### src/rtl/operand_fetch_if.sv
// rtl/operand_fetch_if.sv - decode-side and execute-side handshakes of the register-read stage
interface operand_fetch_if #(
    parameter int XLEN = 32,
    parameter int UOPW = 64
);
    logic            in_valid;
    logic            in_ready;
    logic [4:0]      in_rs1;
    logic [4:0]      in_rs2;
    logic [4:0]      in_rd;
    logic            in_rd_en;
    logic [UOPW-1:0] in_uop;

    logic            out_valid;
    logic            out_ready;
    logic [XLEN-1:0] out_rs1val;
    logic [XLEN-1:0] out_rs2val;
    logic [4:0]      out_rd;
    logic            out_rd_en;
    logic [UOPW-1:0] out_uop;

    modport slave (
        input  in_valid, in_rs1, in_rs2, in_rd, in_rd_en, in_uop,
        output in_ready,
        output out_valid, out_rs1val, out_rs2val, out_rd, out_rd_en, out_uop,
        input  out_ready
    );

    modport master (
        output in_valid, in_rs1, in_rs2, in_rd, in_rd_en, in_uop,
        input  in_ready,
        input  out_valid, out_rs1val, out_rs2val, out_rd, out_rd_en, out_uop,
        output out_ready
    );
endinterface

### src/rtl/operand_fetch.sv
// rtl/operand_fetch.sv - register-read stage: operand bypass, scoreboard hazard stall, registered output
module operand_fetch #(
    parameter int XLEN = 32,
    parameter int UOPW = 64
) (
    input  logic            clk,
    input  logic            rst,
    operand_fetch_if.slave  fe,
    output logic [4:0]      rf_r0addr,
    output logic [4:0]      rf_r1addr,
    input  logic [XLEN-1:0] rf_r0val,
    input  logic [XLEN-1:0] rf_r1val,
    output logic            rf_w0en,
    output logic [4:0]      rf_w0addr,
    output logic [XLEN-1:0] rf_w0val,
    input  logic            wb_en,
    input  logic [4:0]      wb_addr,
    input  logic [XLEN-1:0] wb_val
);
    logic [31:0]     wb_clr;
    logic [31:0]     busy_live;
    logic [31:0]     busy_q, busy_d;
    logic            src_stall, dst_stall, free, in_ready, accept;
    logic [XLEN-1:0] rs1_res, rs2_res;

    logic            out_valid_q, out_valid_d;
    logic [XLEN-1:0] rs1val_q, rs1val_d;
    logic [XLEN-1:0] rs2val_q, rs2val_d;
    logic [4:0]      rd_q, rd_d;
    logic            rd_en_q, rd_en_d;
    logic [UOPW-1:0] uop_q, uop_d;

    // The register file only sees a write at the next edge, so a same-cycle writeback is bypassed here.
    function automatic logic [XLEN-1:0] resolve(input logic [4:0] rs, input logic [XLEN-1:0] rf_val,
                                                input logic byp_en, input logic [4:0] byp_addr,
                                                input logic [XLEN-1:0] byp_val);
        resolve = (rs == 5'd0) ? '0 : ((byp_en && byp_addr == rs) ? byp_val : rf_val);
    endfunction

    assign rf_w0en   = wb_en && (wb_addr != 5'd0);
    assign rf_w0addr = wb_addr;
    assign rf_w0val  = wb_val;
    assign rf_r0addr = fe.in_rs1;
    assign rf_r1addr = fe.in_rs2;

    assign rs1_res = resolve(fe.in_rs1, rf_r0val, wb_en, wb_addr, wb_val);
    assign rs2_res = resolve(fe.in_rs2, rf_r1val, wb_en, wb_addr, wb_val);

    always_comb begin
        wb_clr = '0;
        if (wb_en) begin
            wb_clr[wb_addr] = 1'b1;
        end
        // Hazards see the scoreboard after this cycle's writeback, so a consumer issues in the wb cycle.
        busy_live = busy_q & ~wb_clr;
        src_stall = busy_live[fe.in_rs1] | busy_live[fe.in_rs2];
        dst_stall = fe.in_rd_en & busy_live[fe.in_rd];
        free      = !out_valid_q || fe.out_ready;
        in_ready  = free && !src_stall && !dst_stall;
        accept    = fe.in_valid && in_ready;

        busy_d = busy_live;
        if (accept && fe.in_rd_en && fe.in_rd != 5'd0) begin
            busy_d[fe.in_rd] = 1'b1;
        end
        busy_d[0] = 1'b0;
    end

    always_comb begin
        out_valid_d = out_valid_q;
        rs1val_d    = rs1val_q;
        rs2val_d    = rs2val_q;
        rd_d        = rd_q;
        rd_en_d     = rd_en_q;
        uop_d       = uop_q;
        if (accept) begin
            out_valid_d = 1'b1;
            rs1val_d    = rs1_res;
            rs2val_d    = rs2_res;
            rd_d        = fe.in_rd;
            rd_en_d     = fe.in_rd_en;
            uop_d       = fe.in_uop;
        end else if (fe.out_ready) begin
            out_valid_d = 1'b0;
        end
    end

    always_ff @(posedge clk or negedge rst) begin
        if (!rst) begin
            busy_q      <= '0;
            out_valid_q <= 1'b0;
            rs1val_q    <= '0;
            rs2val_q    <= '0;
            rd_q        <= '0;
            rd_en_q     <= 1'b0;
            uop_q       <= '0;
        end else begin
            busy_q      <= busy_d;
            out_valid_q <= out_valid_d;
            rs1val_q    <= rs1val_d;
            rs2val_q    <= rs2val_d;
            rd_q        <= rd_d;
            rd_en_q     <= rd_en_d;
            uop_q       <= uop_d;
        end
    end

    assign fe.in_ready   = in_ready;
    assign fe.out_valid  = out_valid_q;
    assign fe.out_rs1val = rs1val_q;
    assign fe.out_rs2val = rs2val_q;
    assign fe.out_rd     = rd_q;
    assign fe.out_rd_en  = rd_en_q;
    assign fe.out_uop    = uop_q;
endmodule

### src/flat_wrapper.sv
// flat-port wrapper written by rule: the top's interface ports become plain ports
module operand_fetch_flat 
#(
    parameter int XLEN = 32,
    parameter int UOPW = 64
)
  (clk, rst, rf_r0addr, rf_r1addr, rf_r0val, rf_r1val, rf_w0en, rf_w0addr, rf_w0val, wb_en, wb_addr, wb_val, fe_in_valid, fe_in_rs1, fe_in_rs2, fe_in_rd, fe_in_rd_en, fe_in_uop, fe_in_ready, fe_out_valid, fe_out_rs1val, fe_out_rs2val, fe_out_rd, fe_out_rd_en, fe_out_uop, fe_out_ready);
  operand_fetch_if #(.XLEN(XLEN), .UOPW(UOPW)) fe_i ();
  input  logic clk;
  input  logic rst;
  output logic [4:0] rf_r0addr;
  output logic [4:0] rf_r1addr;
  input  logic [XLEN-1:0] rf_r0val;
  input  logic [XLEN-1:0] rf_r1val;
  output logic rf_w0en;
  output logic [4:0] rf_w0addr;
  output logic [XLEN-1:0] rf_w0val;
  input  logic wb_en;
  input  logic [4:0] wb_addr;
  input  logic [XLEN-1:0] wb_val;
  input wire logic [$bits(fe_i.in_valid)-1:0] fe_in_valid;
  input wire logic [$bits(fe_i.in_rs1)-1:0] fe_in_rs1;
  input wire logic [$bits(fe_i.in_rs2)-1:0] fe_in_rs2;
  input wire logic [$bits(fe_i.in_rd)-1:0] fe_in_rd;
  input wire logic [$bits(fe_i.in_rd_en)-1:0] fe_in_rd_en;
  input wire logic [$bits(fe_i.in_uop)-1:0] fe_in_uop;
  output wire logic [$bits(fe_i.in_ready)-1:0] fe_in_ready;
  output wire logic [$bits(fe_i.out_valid)-1:0] fe_out_valid;
  output wire logic [$bits(fe_i.out_rs1val)-1:0] fe_out_rs1val;
  output wire logic [$bits(fe_i.out_rs2val)-1:0] fe_out_rs2val;
  output wire logic [$bits(fe_i.out_rd)-1:0] fe_out_rd;
  output wire logic [$bits(fe_i.out_rd_en)-1:0] fe_out_rd_en;
  output wire logic [$bits(fe_i.out_uop)-1:0] fe_out_uop;
  input wire logic [$bits(fe_i.out_ready)-1:0] fe_out_ready;
  assign fe_i.in_valid = fe_in_valid;
  assign fe_i.in_rs1 = fe_in_rs1;
  assign fe_i.in_rs2 = fe_in_rs2;
  assign fe_i.in_rd = fe_in_rd;
  assign fe_i.in_rd_en = fe_in_rd_en;
  assign fe_i.in_uop = fe_in_uop;
  assign fe_in_ready = fe_i.in_ready;
  assign fe_out_valid = fe_i.out_valid;
  assign fe_out_rs1val = fe_i.out_rs1val;
  assign fe_out_rs2val = fe_i.out_rs2val;
  assign fe_out_rd = fe_i.out_rd;
  assign fe_out_rd_en = fe_i.out_rd_en;
  assign fe_out_uop = fe_i.out_uop;
  assign fe_i.out_ready = fe_out_ready;
  operand_fetch #(.XLEN(XLEN), .UOPW(UOPW)) u_core (.clk(clk), .rst(rst), .fe(fe_i), .rf_r0addr(rf_r0addr), .rf_r1addr(rf_r1addr), .rf_r0val(rf_r0val), .rf_r1val(rf_r1val), .rf_w0en(rf_w0en), .rf_w0addr(rf_w0addr), .rf_w0val(rf_w0val), .wb_en(wb_en), .wb_addr(wb_addr), .wb_val(wb_val));
endmodule
### config.mk
export PLATFORM = sky130hd
export DESIGN_NAME = operand_fetch_flat
export DESIGN_NICKNAME = d
export VERILOG_FILES = /design/src/rtl/operand_fetch_if.sv /design/src/rtl/operand_fetch.sv /design/src/flat_wrapper.sv
export SDC_FILE = /design/constraint.sdc
export NUM_CORES = 1
export LEC_CHECK = 0
export CAP_MARGIN = 30
export CORE_MARGIN = 2
export CORE_UTILIZATION = 45
export DETAILED_ROUTE_END_ITERATION = 10
export PLACE_DENSITY = 0.82
export SKIP_LAST_GASP = 1
export SLEW_MARGIN = 20
export SYNTH_ARGS = -nofsm -noshare
export SYNTH_HDL_FRONTEND = slang
export SYNTH_SLANG_ARGS = --single-unit
export TNS_END_PERCENT = 50
### constraint.sdc
create_clock -name clk -period 4.5 [get_ports clk]
set_input_delay 1.125 -clock clk [delete_from_list [all_inputs] [get_ports clk]]
set_output_delay 1.125 -clock clk [all_outputs]
set_load 0.01 [all_outputs]
==> impl_metrics.py <==
# Synthesis and PnR figures
metrics = {
    "detailed_routing": {
        "wl_met3_mm": 2.85,
        "ant_nets": 0,
        "avgRoutedWirePerCell_um": 23.8,
        "drt_pass1_iterations": 5,
        "maxUsedRoutingLayer": "met5",
        "viasPerCell": 5.60,
        "drc": 0,
        "routed_wl_mm": 37.5,
        "wl_met1_mm": 13.9,
        "drt_iter0_markers": 554,
        "wl_met2_mm": 19.0,
    },
    "setup_path": {
        "critPathSlowestCell": "clkdlybuf4s50_1",
        "critical-path-max-stage-delay_ns": 0.47,
        "arrival_ns": 3.32,
        "end_kind": "output port",
        "cp_max_fo": 2,
        "cp.required_ns": 3.38,
        "r2r_slack_ns": 1.38,
        "worstSetupPathType": "input port to output port",
        "startpoint_type": "input port",
        "path_cells": "clkdlybuf4s50_1 > or3b_1 > or3_1 > o311ai_4 > a2111oi_4 > o2111ai_1 > buf_4 > and2_4 > buf_4",
        "crit_top_cell": "buf_4",
    },
    "floorplan": {
        "die_h_um": 151,
        "chipWidth_um": 151,
        "io_pins": 370,
        "die_area_sq_um": 22800,
        "initCoreUtil_pct": 46.0,
        "tap_cells": 275,
    },
    "final_layout": {
        "flop_area_sq_um": 4150,
        "comb_area_share_pct": 32.8,
        "most-common-layout-cells": "clkdlybuf4s50_1, dfrtp_1, buf_4",
        "largest_cell_class": "buffers",
        "drive_gt1_share_pct": 31.1,
        "clock_cell_area_share_pct": 4.01,
        "logic_area_sq_um": 5070,
        "nNetsFinal": 1464,
        "clock_buffers": 18,
        "n_all_inverters": 8,
        "buffers": 542,
        "stdcell_count": 1576,
        "antennaDiodeCount": 10,
        "bufAreaShareNonClock_pct": 33.8,
        "seq_share_pct": 26.8,
        "fillers": 1459,
        "lay_top_count": "clkdlybuf4s50_1",
        "num-multi-input-gates": 543,
        "synthToLayoutAreaGrowth_pct": 59.5,
    },
    "place": {
        "placed_cell_area_sq_um": 14500,
        "place.detailed.hpwl_mm": 28.5,
        "preCtsSetupSlack_ns": -0.737,
        "globalplace.congestion": 0.954,
        "dpl.cell_count": 1523,
        "port_buffers": 369,
    },
    "yosys": {
        "yosys_area_sq_um": 9710,
        "synth_cell_types": 64,
        "netlist_area_sq_um": 9710,
        "edf_count": 0,
        "ys_ff": 166,
        "syn_inst": 825,
        "synth_top_flop_cell": "dfrtp_1",
        "synth_nets": 1011,
        "avgSynthCellArea_sq_um": 11.8,
        "ys_seq_share_pct": 42.8,
        "async_reset_ff_share_pct": 100,
        "yosys-stat-cells": 825,
        "ys_warn_count": 0,
    },
    "global_route": {
        "grt_overflow": 0,
        "antenna_found_initial": 11,
        "grt_use_total_pct": 32.4,
        "grt_pass1_wl_mm": 54.6,
        "grt_start_max_net_pins": 101,
        "grt_pass1_vias": 9234,
    },
    "worst_hold_path": {
        "hp-class": "flop to flop",
    },
    "clock_network": {
        "clk_latency_ns": 0.44,
        "cts.reportedPaths.clkPinSlew_ns": 0.08,
        "ctsHtreeMaxLevel": 4,
        "root_buffer": "clkbuf_16",
        "clk_path_buf_depth": 2,
        "cts_tree": "done",
        "hold_buffers": 0,
        "cts_sinks": 166,
    },
    "final_timing": {
        "worstMarginPinSlew_ns": 0.535,
        "final-setup-viol-count": 0,
        "fmaxAchievable_mhz": 225,
        "setup_tns_ns": 0,
        "period_used_pct": 98.7,
        "hold_viol": 0,
        "min_period_ns": 4.44,
        "relSlewSlack_pct": 64.3,
        "report.final.slew_viol_count": 0,
        "whs_ns": 0.494,
        "fin_worst_skew_ns": 0.0286,
        "setup_ws_ns": 0.0564,
    },
    "power_and_ir_drop": {
        "leakagePower_uw": 0.00670,
        "powerDensity_nw_per_um2": 406,
        "finalPower_uw": 6290,
        "irDropWorstVdd_mv": 0.270,
    },
    "job": {
        "maxCapViolations": 0,
        "warnings": 27,
    },
    "run_status": {
        "outcome": "finished clean",
    },
}
[where the power goes]
| group | total [uW] | switching (uW) | internal (uW) | leakage (uW) |
|---|---|---|---|---|
| Sequential | 2210 | 296 | 1910 | 0.00201 |
| Combinational | 2560 | 974 | 1580 | 0.00439 |
| Clock | 1520 | 746 | 773 | 0.000297 |
[final timing paths]
| kind | startpoint | cells after the start | endpoint |
|---|---|---|---|
| setup / recovery | fe_in_rd[4] | 9 | fe_in_ready |
| hold / removal | u_core.fe.out_rs2val[19]$_DFFE_PN0P_ | 1 | u_core.fe.out_rs2val[19]$_DFFE_PN0P_ |
| setup reg to reg | u_core.busy_q[4]$_DFF_PN0_ | 12 | u_core.busy_q[21]$_DFF_PN0_ |
| hold reg to reg | u_core.fe.out_rs2val[19]$_DFFE_PN0P_ | 1 | u_core.fe.out_rs2val[19]$_DFFE_PN0P_ |
| max in group asynchronous | rst | 3 | u_core.fe.out_uop[35]$_DFFE_PN0P_ |
| min in group asynchronous | rst | 1 | u_core.fe.out_rs1val[0]$_DFFE_PN0P_ |
[sequential cells by signal, indices dropped and copies added (netlist names)]
register / count
u_core.fe.out_rs2val: 32
u_core.fe.out_rd: 5
u_core.fe.out_uop: 64
u_core.busy_q: 31
u_core.fe.out_rs1val: 32
u_core.fe.out_valid: 1
u_core.fe.out_rd_en: 1
[layer usage]
| layer | up-vias | global-route usage, % |
|---|---|---|
| li1 | 3884 | - |
| met1 | 4397 | 37.6 |
| met2 | 435 | 55.0 |
| met3 | 110 | 9.25 |
| met4 | 2 | 15.7 |
| met5 | - | 0 |
[repair_timing]
action / CTS / global route
setup endpoints to repair: 1 / 1
cloned: 1 / 1
resized: 64 / 26
setup buffers: 3 / 5
pin swaps: 12 / 10
[critical path, delay by kind of cell]
| family | cells | cell delay (ns) |
|---|---|---|
| buffers and inverters | 3 | 0.74 |
| AND-OR/OR-AND | 3 | 0.54 |
| AND/OR/NAND/NOR | 3 | 0.91 |
[synthesized netlist by cell type (all sizes together) (4+ instances only)]
library cell | instances | share of area (%)
dfrtp | 166 | 43
mux2 | 144 | 21
nor2 | 86 | 3.3
mux2i | 84 | 8.7
buf | 78 | 6.0
o21ai | 41 | 2.1
clkbuf | 30 | 1.2
o31ai | 22 | 1.7
nand2 | 19 | 0.73
nor3 | 11 | 0.57
nand3 | 10 | 0.52
nand2b | 9 | 0.58
o211ai | 9 | 0.70
a311oi | 8 | 0.72
xnor2 | 8 | 0.72
inv | 7 | 0.27
o41ai | 7 | 1.1
nand4 | 6 | 0.45
nor2b | 6 | 0.39
o2111ai | 6 | 0.54
o311ai | 5 | 0.45
a21oi | 4 | 0.21
a32oi | 4 | 0.36
nand4b | 4 | 0.43
or3 | 4 | 0.26
xor2 | 4 | 0.36
[cells by family after synthesis]
kind of cell | synth area share [%]
mux | 29.9
simple gates | 9.20
flops | 42.8
compound gates | 9.59
buf+inv | 7.43
xor+xnor | 1.08
Figure 1. Clock nets.
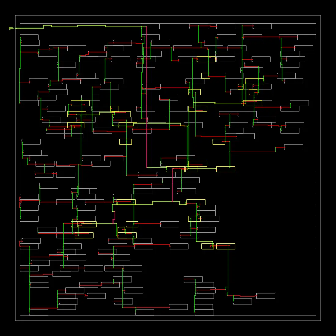
flop count: 166
cts bufs inserted: 17

Figure 2. Metal 3.
Scale bar: 50 um.
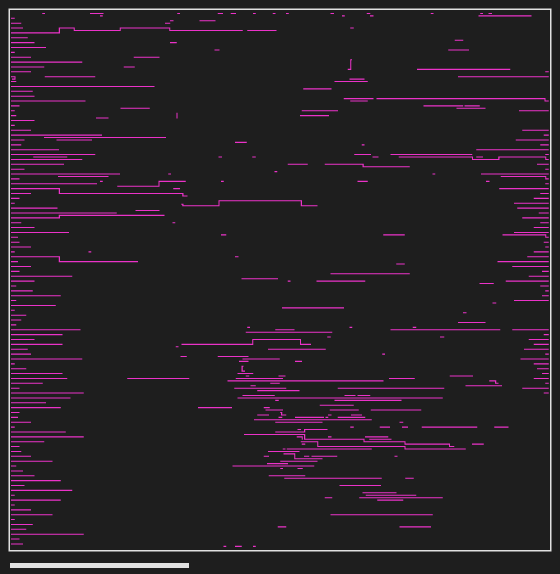
- nets with wire on the layer: 269
- share of all routed wire: 7.6%
- wire length on this layer: 2850 um
- longest straight run: 57.0 um
- main direction: horizontal
met3 Resource Use GR: 9.25%
Vias: 8828

Figure 3. Placed cells, one colour a class.
Fill, decap, tap and diode cells in grey.
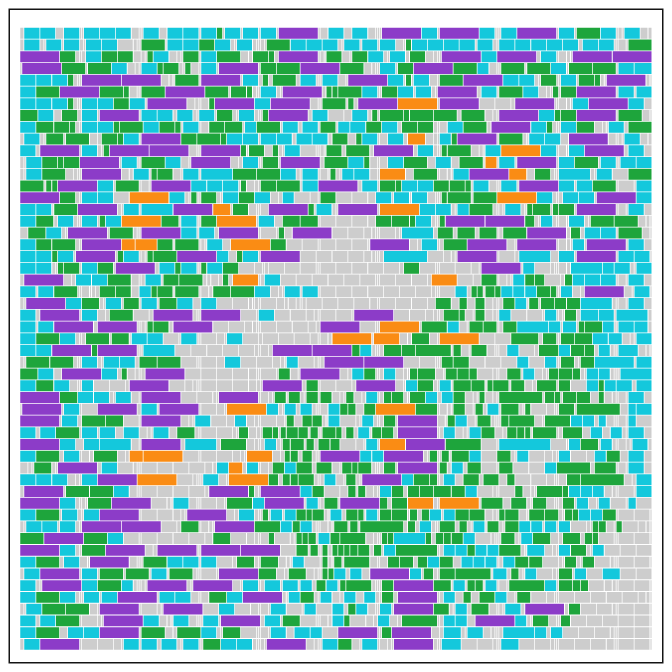
- all other logic: green (cells 551; share of their area 34%)
- clock drivers and dummy loads: orange (cells 32; share of their area 4.1%)
- other buffers and delay cells: cyan (cells 542; share of their area 35%)
- flops: purple (cells 166; share of their area 27%)
Final Core Density: 73.5%
# rows: 53
cell area after layout: 15500 sq um
Core ar.: 21100 sq um

Power and IR drop assume default switching activity.
